===== config.mk =====
export PLATFORM = sky130hd
export DESIGN_NAME = baud_pulse_gen
export DESIGN_NICKNAME = d
export VERILOG_FILES = /design/src/rtl/baud_pulse_gen.sv
export SDC_FILE = /design/constraint.sdc
export NUM_CORES = 1
export LEC_CHECK = 0
export CORE_UTILIZATION = 45
export DETAILED_ROUTE_END_ITERATION = 10
export PLACE_DENSITY = 0.77
export SETUP_SLACK_MARGIN = 0.05
export SYNTH_ARGS = -nofsm -noshare
export SYNTH_HDL_FRONTEND = slang
export SYNTH_SLANG_ARGS = --single-unit

===== constraint.sdc =====
create_clock -name clk -period 3.9 [get_ports clk]
set_clock_uncertainty 0.2 [all_clocks]
set_input_delay 0.78 -clock clk [delete_from_list [all_inputs] [get_ports clk]]
set_output_delay 0.78 -clock clk [all_outputs]
set_load 0.05 [all_outputs]

===== src/rtl/baud_pulse_gen.sv =====
// Baud/oversampling pulse generator: prescaler, bit-phase counter, mid/end-of-bit pulses.
// Optional fractional divisor (div_frac port + 4-bit accumulator) enabled by defining BAUD_FRAC_EN.
module baud_pulse_gen #(
  parameter int DIV_W   = 16,
  parameter int OVS     = 16,
  parameter int DIV_RST = 27
) (
  input  logic                    clk,
  input  logic                    rst,
  input  logic                    enable,
  input  logic                    restart,
  input  logic [DIV_W-1:0]        div,
`ifdef BAUD_FRAC_EN
  input  logic [3:0]              div_frac,
`endif
  output logic                    sample_tick,
  output logic                    half_bit,
  output logic                    end_bit,
  output logic [$clog2(OVS)-1:0]  bit_phase
);

  localparam int PH_W = $clog2(OVS);

  logic [DIV_W-1:0] div_q;
  logic [DIV_W-1:0] presc;
  logic [DIV_W-1:0] d_eff;
  logic [DIV_W-1:0] last;
  logic [PH_W-1:0]  phase_nxt;
  logic             stretch;
  logic             wrap;

  // A zero divisor behaves as one; a pending fractional carry adds one clock to this period.
  assign d_eff     = (div_q == '0) ? DIV_W'(1) : div_q;
  assign last      = d_eff - DIV_W'(1) + DIV_W'(stretch);
  assign wrap      = enable && !restart && (presc == last);
  assign phase_nxt = (bit_phase == PH_W'(OVS - 1)) ? '0 : bit_phase + PH_W'(1);

  always_ff @(posedge clk or negedge rst) begin
    if (!rst) begin
      div_q       <= DIV_W'(DIV_RST);
      presc       <= '0;
      bit_phase   <= '0;
      sample_tick <= 1'b0;
      half_bit    <= 1'b0;
      end_bit     <= 1'b0;
    end else if (restart) begin
      div_q       <= div;
      presc       <= '0;
      bit_phase   <= '0;
      sample_tick <= 1'b0;
      half_bit    <= 1'b0;
      end_bit     <= 1'b0;
    end else if (wrap) begin
      div_q       <= div;
      presc       <= '0;
      bit_phase   <= phase_nxt;
      sample_tick <= 1'b1;
      half_bit    <= (phase_nxt == PH_W'(OVS / 2));
      end_bit     <= (phase_nxt == '0);
    end else begin
      if (enable) begin
        presc <= presc + DIV_W'(1);
      end
      sample_tick <= 1'b0;
      half_bit    <= 1'b0;
      end_bit     <= 1'b0;
    end
  end

`ifdef BAUD_FRAC_EN
  logic [3:0] frac_q;
  logic [3:0] acc;
  logic [4:0] acc_sum;

  assign acc_sum = {1'b0, acc} + {1'b0, frac_q};

  // Carry out of the accumulator stretches the following period by one clock.
  always_ff @(posedge clk or negedge rst) begin
    if (!rst) begin
      frac_q  <= '0;
      acc     <= '0;
      stretch <= 1'b0;
    end else if (restart) begin
      frac_q  <= div_frac;
      acc     <= '0;
      stretch <= 1'b0;
    end else if (wrap) begin
      frac_q  <= div_frac;
      acc     <= acc_sum[3:0];
      stretch <= acc_sum[4];
    end
  end
`else
  assign stretch = 1'b0;
`endif

endmodule

==> results_slide.txt, run 1 <==
Key Metrics from the Run

CTS
  – Clock Pin Slew Worst Setup and Hold Paths: ~80 ps
  – Post-CTS resize count: 2
  – Setup bufs post-CTS: 0
  – Htree depth: 2
  – Clock latency on the worst-skew pair: between 200 and 300 ps
  – CTS root buf: clkbuf_8
  – Clock Tree Buf Depth: 2

Power
  – Leak: approximately 0.0012 µW
  – Max rail drop VDD: about 0.00027 V
  – Sw frac: 26.4%
  – P_sw: approximately 250 µW
  – Seq. pwr: approximately 440 µW
  – Sequential power share: 46.0%

Setup path
  – Reg-to-Reg End: div_q[10]
  – Crit-path slowest cell: dfstp_2
  – WP buf/inv: 1
  – Critical path startpoint: div_q[0]
  – Crit path cell chain: or4_4 -> nor2_4 -> a21oi_1 -> ha_2 -> or4b_4 -> nor3_1 -> a31oi_1 -> nor4b_2 -> nand4_1 -> a2111oi_4 -> or2_4 -> buf_12 -> mux2_2
  – End of the critical path: div_q[10]
  – Arrival time at the worst endpoint: 3640 ps
  – Worst setup EP type: flop
  – FF-to-FF path depth: 13
  – Reg2Reg Setup Slack: 240 ps
  – Worst EP required: 3880 ps
  – Crit Path Class: reg2reg
  – Startpoint types: flop
  – Worst R2R Start: div_q[0]
  – Slowest stage delay, CP: 580 ps

Synthesis
  – Synth Area per Inst: 10.1 µm²
  – Synth cell types: between 50 and 60
  – FA/HA/MAJ Cells, Area Fraction: a little over 2%
  – Top cells by count: dfrtp_1 (35), nor2_1 (29), nand2_1 (16), xnor2_1 (16), xor2_1 (13)
  – Most common cell in the netlist: dfrtp_1
  – Syn Nets: 268
  – Dominant combinational family: simple AND/OR/NAND/NOR gates
  – Mapped cell area: around 0.0025 mm²
  – Top-area cell share: a little over a third
  – Xor+xnor area frac: about a tenth
  – Yosys cell count: about 240
  – Post-synth EDFFs: 0
  – Ys Warns: 0
  – Main area contributors: dfrtp_1 (36%), mux2_4 (6.7%), xnor2_1 (5.7%), xor2_1 (4.6%), nor2_1 (4.4%)

Final timing
  – Peak Freq: approximately 270 MHz
  – Final Critical Period: 3660 ps
  – Max Slew Vio Count: 0
  – Slew Limit Headroom: a little over two fifths
  – Final Hold Viols: 0
  – Setup Total Neg Slack: 0 ps
  – Final worst slack: between 200 and 250 ps
  – Worst Tran Pin Value: about 850 ps
  – Setup violators final: 0

Layout
  – Fill cells: approximately 460
  – Flip-flops: 39
  – Nets: 306
  – Area Growth Syn to Fin: 22.5%
  – NonClk Buf Share: between 10 and 15%
  – Sequential cell area share: between 30% and 40%
  – Buffers, non-clock: about 44
  – # clk buffers: 5
  – Number of inserted diodes: 0
  – Number of logic gates: between 150 and 200
  – Top class by area: logic gates
  – Reg area: roughly 980 µm²
  – Logic area: 0.00140 mm²
  – Layout cell share with drive strength beyond 1: 21.2%
  – Non-Filler Instances: between 300 and 400

Worst hold path
  – Hold wc startpoint: div_q[1]
  – Hold path cells: 2
  – Hold Path Class: reg2reg

Global route
  – Largest net degree at the start of global routing: around 40
  – M1 GR Usage: about 25%

Run status
  – Outcome: finished clean

Detailed routing
  – Drt first pass iters: 4
  – DR WL/cell: roughly 15 µm
  – Met3 wire length: around 240 µm
  – Antenna viol nets, final: 0
  – Met2 routed WL: about 2.6 mm
  – DRC viols: 0

Die
  – Well Taps: roughly 70
  – Chip Height: 76.0 µm
  – Site Rows: 26
  – FP Core Util: a little under half
  – Die area: 0.00578 mm²

Place
  – Gpl congestion: 0.821
  – DP HPWL: approximately 3.8 mm
  – Cell count after placement: 341

Job
  – Max Cap Viol: 0
  – Tool warning count: 27
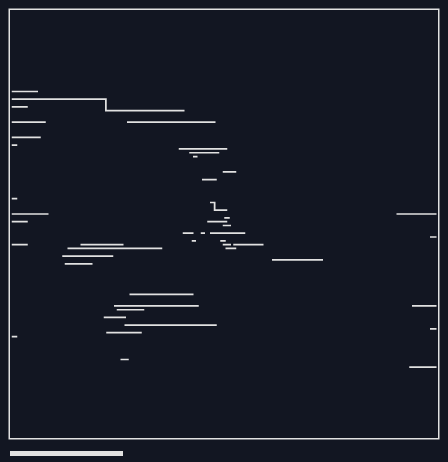
*The metal 3 layer, run 1*
The bar under the picture is 20 µm long.
The longest straight run is 16.6 µm. The layer holds 4.6% of the routed length. The wires run mostly horizontal. 37 nets have wire on it. The layer carries 243 µm of wire.
DR vias: 1,960
met3 Use GR: 3.35%
Routed WL: 5.26 mm

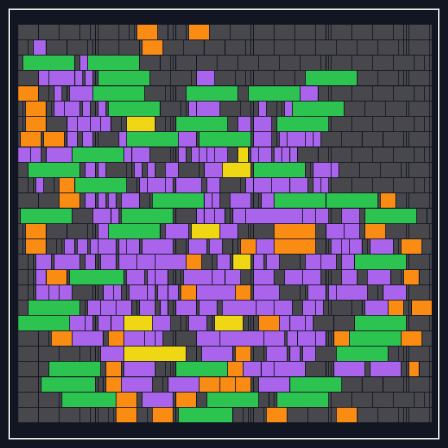
*Placement by cell class, run 1*
Fill, decap, tap and diode cells in grey.
Key: flops = green [cells 39, share of their area 33%]; clock drivers and dummy loads = yellow [cells 8, share of their area 3.8%]; other buffers and delay cells = orange [cells 44, share of their area 14%]; combinational and other logic = purple [cells 192, share of their area 49%]
core area: 0.00520 mm²
final non-filler cell area: 0.00302 mm²
Finished Core Util: 58.0%

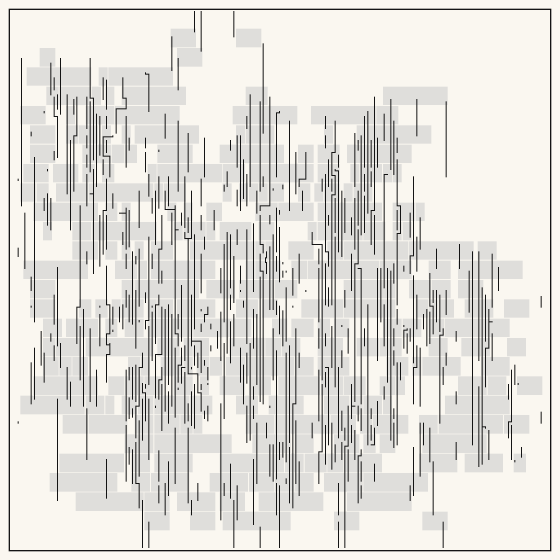
*The metal 2 layer, run 1*
The wires run mostly vertical. The layer carries 2,560 µm of wire. The longest straight run is 27.2 µm. The layer holds 49% of the routed length. 267 nets have wire on it.
met2 global-route usage: 33.9%

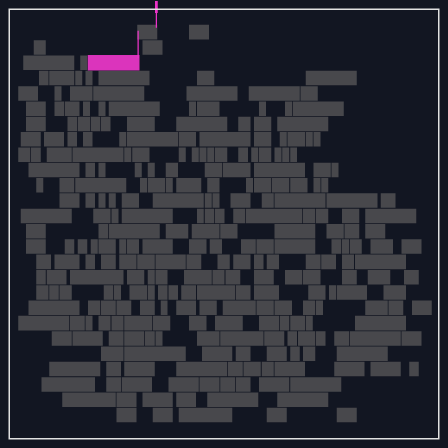
*Port wiring, run 1*
Key: end_bit = magenta [direction output, end cells 1, buffers 1, wire 7.70 µm]
I/O Buffers: 26
I/O Pins: 27

## Run 2: what changed since run 1
--- a/config.mk
+++ b/config.mk
@@ -7,7 +7,9 @@
 export LEC_CHECK = 0
 export CORE_UTILIZATION = 45
 export DETAILED_ROUTE_END_ITERATION = 10
+export GPL_TIMING_DRIVEN = 1
 export PLACE_DENSITY = 0.77
+export RECOVER_POWER = 50
 export SETUP_SLACK_MARGIN = 0.05
 export SYNTH_ARGS = -nofsm -noshare
 export SYNTH_HDL_FRONTEND = slang
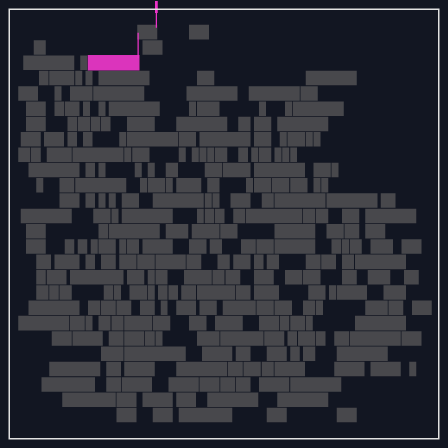
*Port wiring, run 2*
Key: end_bit = magenta [direction output, end cells 1, buffers 1, wire 7.30 µm]

==> run 2 against run 1 <==
  * The flow now finishes with violations (capacitance limit, slew limit)
  * Final area barely moved
  * Critical path depth did not move
  * Total power barely moved
  * Highest routed layer unchanged
  * Via count fell by 0.10%
  * Sequential cell count did not move
  * First-iteration DRC count did not move
==> results_slide.txt, run 2 <==
Key Metrics from the Run

Synthesis
  – Yosys cell count: approximately 240
  – Xor+xnor area frac: about a tenth
  – Mapped cell area: ~0.0025 mm²
  – Post-synth EDFFs: 0
  – Most common cell in the netlist: dfrtp_1
  – Ys Warns: 0

Power
  – P_sw: 255 µW
  – Seq. pwr: ~440 µW
  – Leak: between 0.001 and 0.0015 µW
  – Max rail drop VDD: ~0.00027 V

CTS
  – Htree depth: 2
  – Clock latency on the worst-skew pair: ~290 ps

Die
  – Die area: between 0.005 and 0.006 mm²
  – Core area: between 0.005 and 0.006 mm²

Layout
  – Non-Filler Instances: between 300 and 400
  – Area Growth Syn to Fin: 22.5%
  – NonClk Buf Share: between 10 and 15%
  – Reg area: 981 µm²
  – Fill cells: 457
  – Finished Core Util: between 50% and 60%
  – Layout cell share with drive strength beyond 1: a little over a fifth

Detailed routing
  – DR WL/cell: ~15 µm
  – DR vias: ~2,000
  – Met2 routed WL: roughly 2.6 mm

Run status
  – Outcome: complete, but fails checks
  – Violated checks: capacitance limit, slew limit

Worst hold path
  – Hold Path Class: reg2reg
  – Hold path cells: 2

Final timing
  – Setup Total Neg Slack: 0 ps
  – Max Slew Vio Count: roughly 40
  – Peak Freq: 273 MHz
  – Slew Limit Headroom: -35.7%
  – Final worst slack: 242 ps

Setup path
  – WP buf/inv: 1
  – Worst EP required: just under 4000 ps
  – End of the critical path: div_q[10]
  – Crit Path Class: reg2reg
  – Startpoint types: flop
  – Arrival time at the worst endpoint: roughly 3600 ps

Global route
  – Largest net degree at the start of global routing: 40

Place
  – Gpl congestion: approximately 0.82

Job
  – Max Cap Viol: 1
  – Tool warning count: 27
## Run 3: what changed since run 2
--- a/config.mk
+++ b/config.mk
@@ -5,6 +5,8 @@
 export SDC_FILE = /design/constraint.sdc
 export NUM_CORES = 1
 export LEC_CHECK = 0
+export CORE_ASPECT_RATIO = 1.25
+export CORE_MARGIN = 5
 export CORE_UTILIZATION = 45
 export DETAILED_ROUTE_END_ITERATION = 10
 export GPL_TIMING_DRIVEN = 1
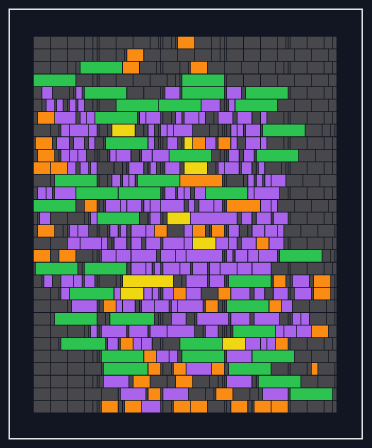
*Placement by cell class, run 3*
Fill, decap, tap and diode cells in grey.
Key: clock drivers and dummy loads = yellow [cells 8, share of their area 4.0%]; combinational and other logic = purple [cells 192, share of their area 48%]; other buffers and delay cells = orange [cells 48, share of their area 15%]; flops = green [cells 39, share of their area 33%]
core area: 0.00537 mm²
Site Rows: 30
Finished Core Util: 56.9%
sequential cell area share: 32.1%
final non-filler cell area: 0.00305 mm²

==> run 3 against run 2 <==
  * The flow still finishes with violations (capacitance limit, slew limit)
  * Via count increased by 0.36%
  * Die size increased by 22%
  * Critical path depth unchanged
  * Cell count decreased by 0.57%
  * Sequential power about the same
  * Largest power group unchanged
  * Routed wire length increased by 9.6%
  * Non-clock buffer count increased by 4
  * Final area increased by 1.1%
  * Global-route usage decreased by 2.9 points
  * Clock-buffer cell count increased by 1
==> results_slide.txt, run 3 <==
Key Metrics from the Run

Run status
  – Outcome: complete, but fails checks
  – Violated checks: capacitance limit, slew limit

Setup path
  – Reg-to-Reg End: div_q[11]
  – Reg2Reg Setup Slack: roughly 120 ps
  – Slowest stage delay, CP: 560 ps
  – Worst R2R Start: div_q[1]

Detailed routing
  – DR WL/cell: 16.4 µm
  – Drt first pass iters: 4
  – Antenna viol nets, final: 0

CTS
  – Setup bufs post-CTS: 0
  – Clock Pin Slew Worst Setup and Hold Paths: approximately 80 ps
  – Htree depth: 2

Layout
  – Layout cell share with drive strength beyond 1: a little over a fifth
  – Non-Filler Instances: ~350
  – NonClk Buf Share: between 10% and 20%
  – # clk buffers: 6
  – Fill cells: 469

Synthesis
  – FA/HA/MAJ Cells, Area Fraction: ~2%
  – Synth cell types: 55
  – Main area contributors: dfrtp_1 (36%), mux2_4 (6.7%), xnor2_1 (5.7%), xor2_1 (4.6%), nor2_1 (4.4%)

Place
  – I/O Buffers: 26
  – Gpl congestion: ~0.85
  – DP HPWL: between 3 and 4 mm
  – Cell count after placement: 337

Die
  – Die area: 0.00707 mm²
  – I/O Pins: 27

Power
  – Leak: roughly 0.0013 µW
  – P_sw: about 250 µW
  – Max rail drop VDD: ~0.00018 V

Final timing
  – Max Slew Vio Count: about 40
  – Setup Total Neg Slack: 0 ps

Job
  – Tool warning count: 27
  – Max Cap Viol: 1

Global route
  – Met3 Use GR: ~3.3%

Worst hold path
  – Hold path cells: 2

==> notes/layouts.md <==
Pictures saved along the way, in no particular order.

Placement view.
picture 1
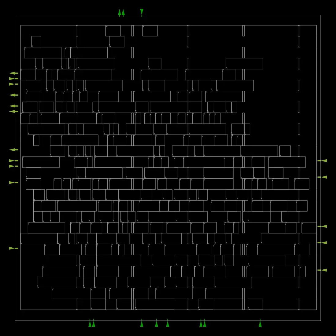
picture 2
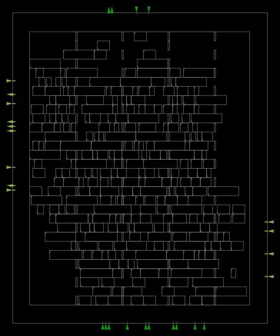
| picture | from |
|---|---|
| picture 1 | run 2 |
| picture 2 | run 3 |

Power and IR drop assume default switching activity.
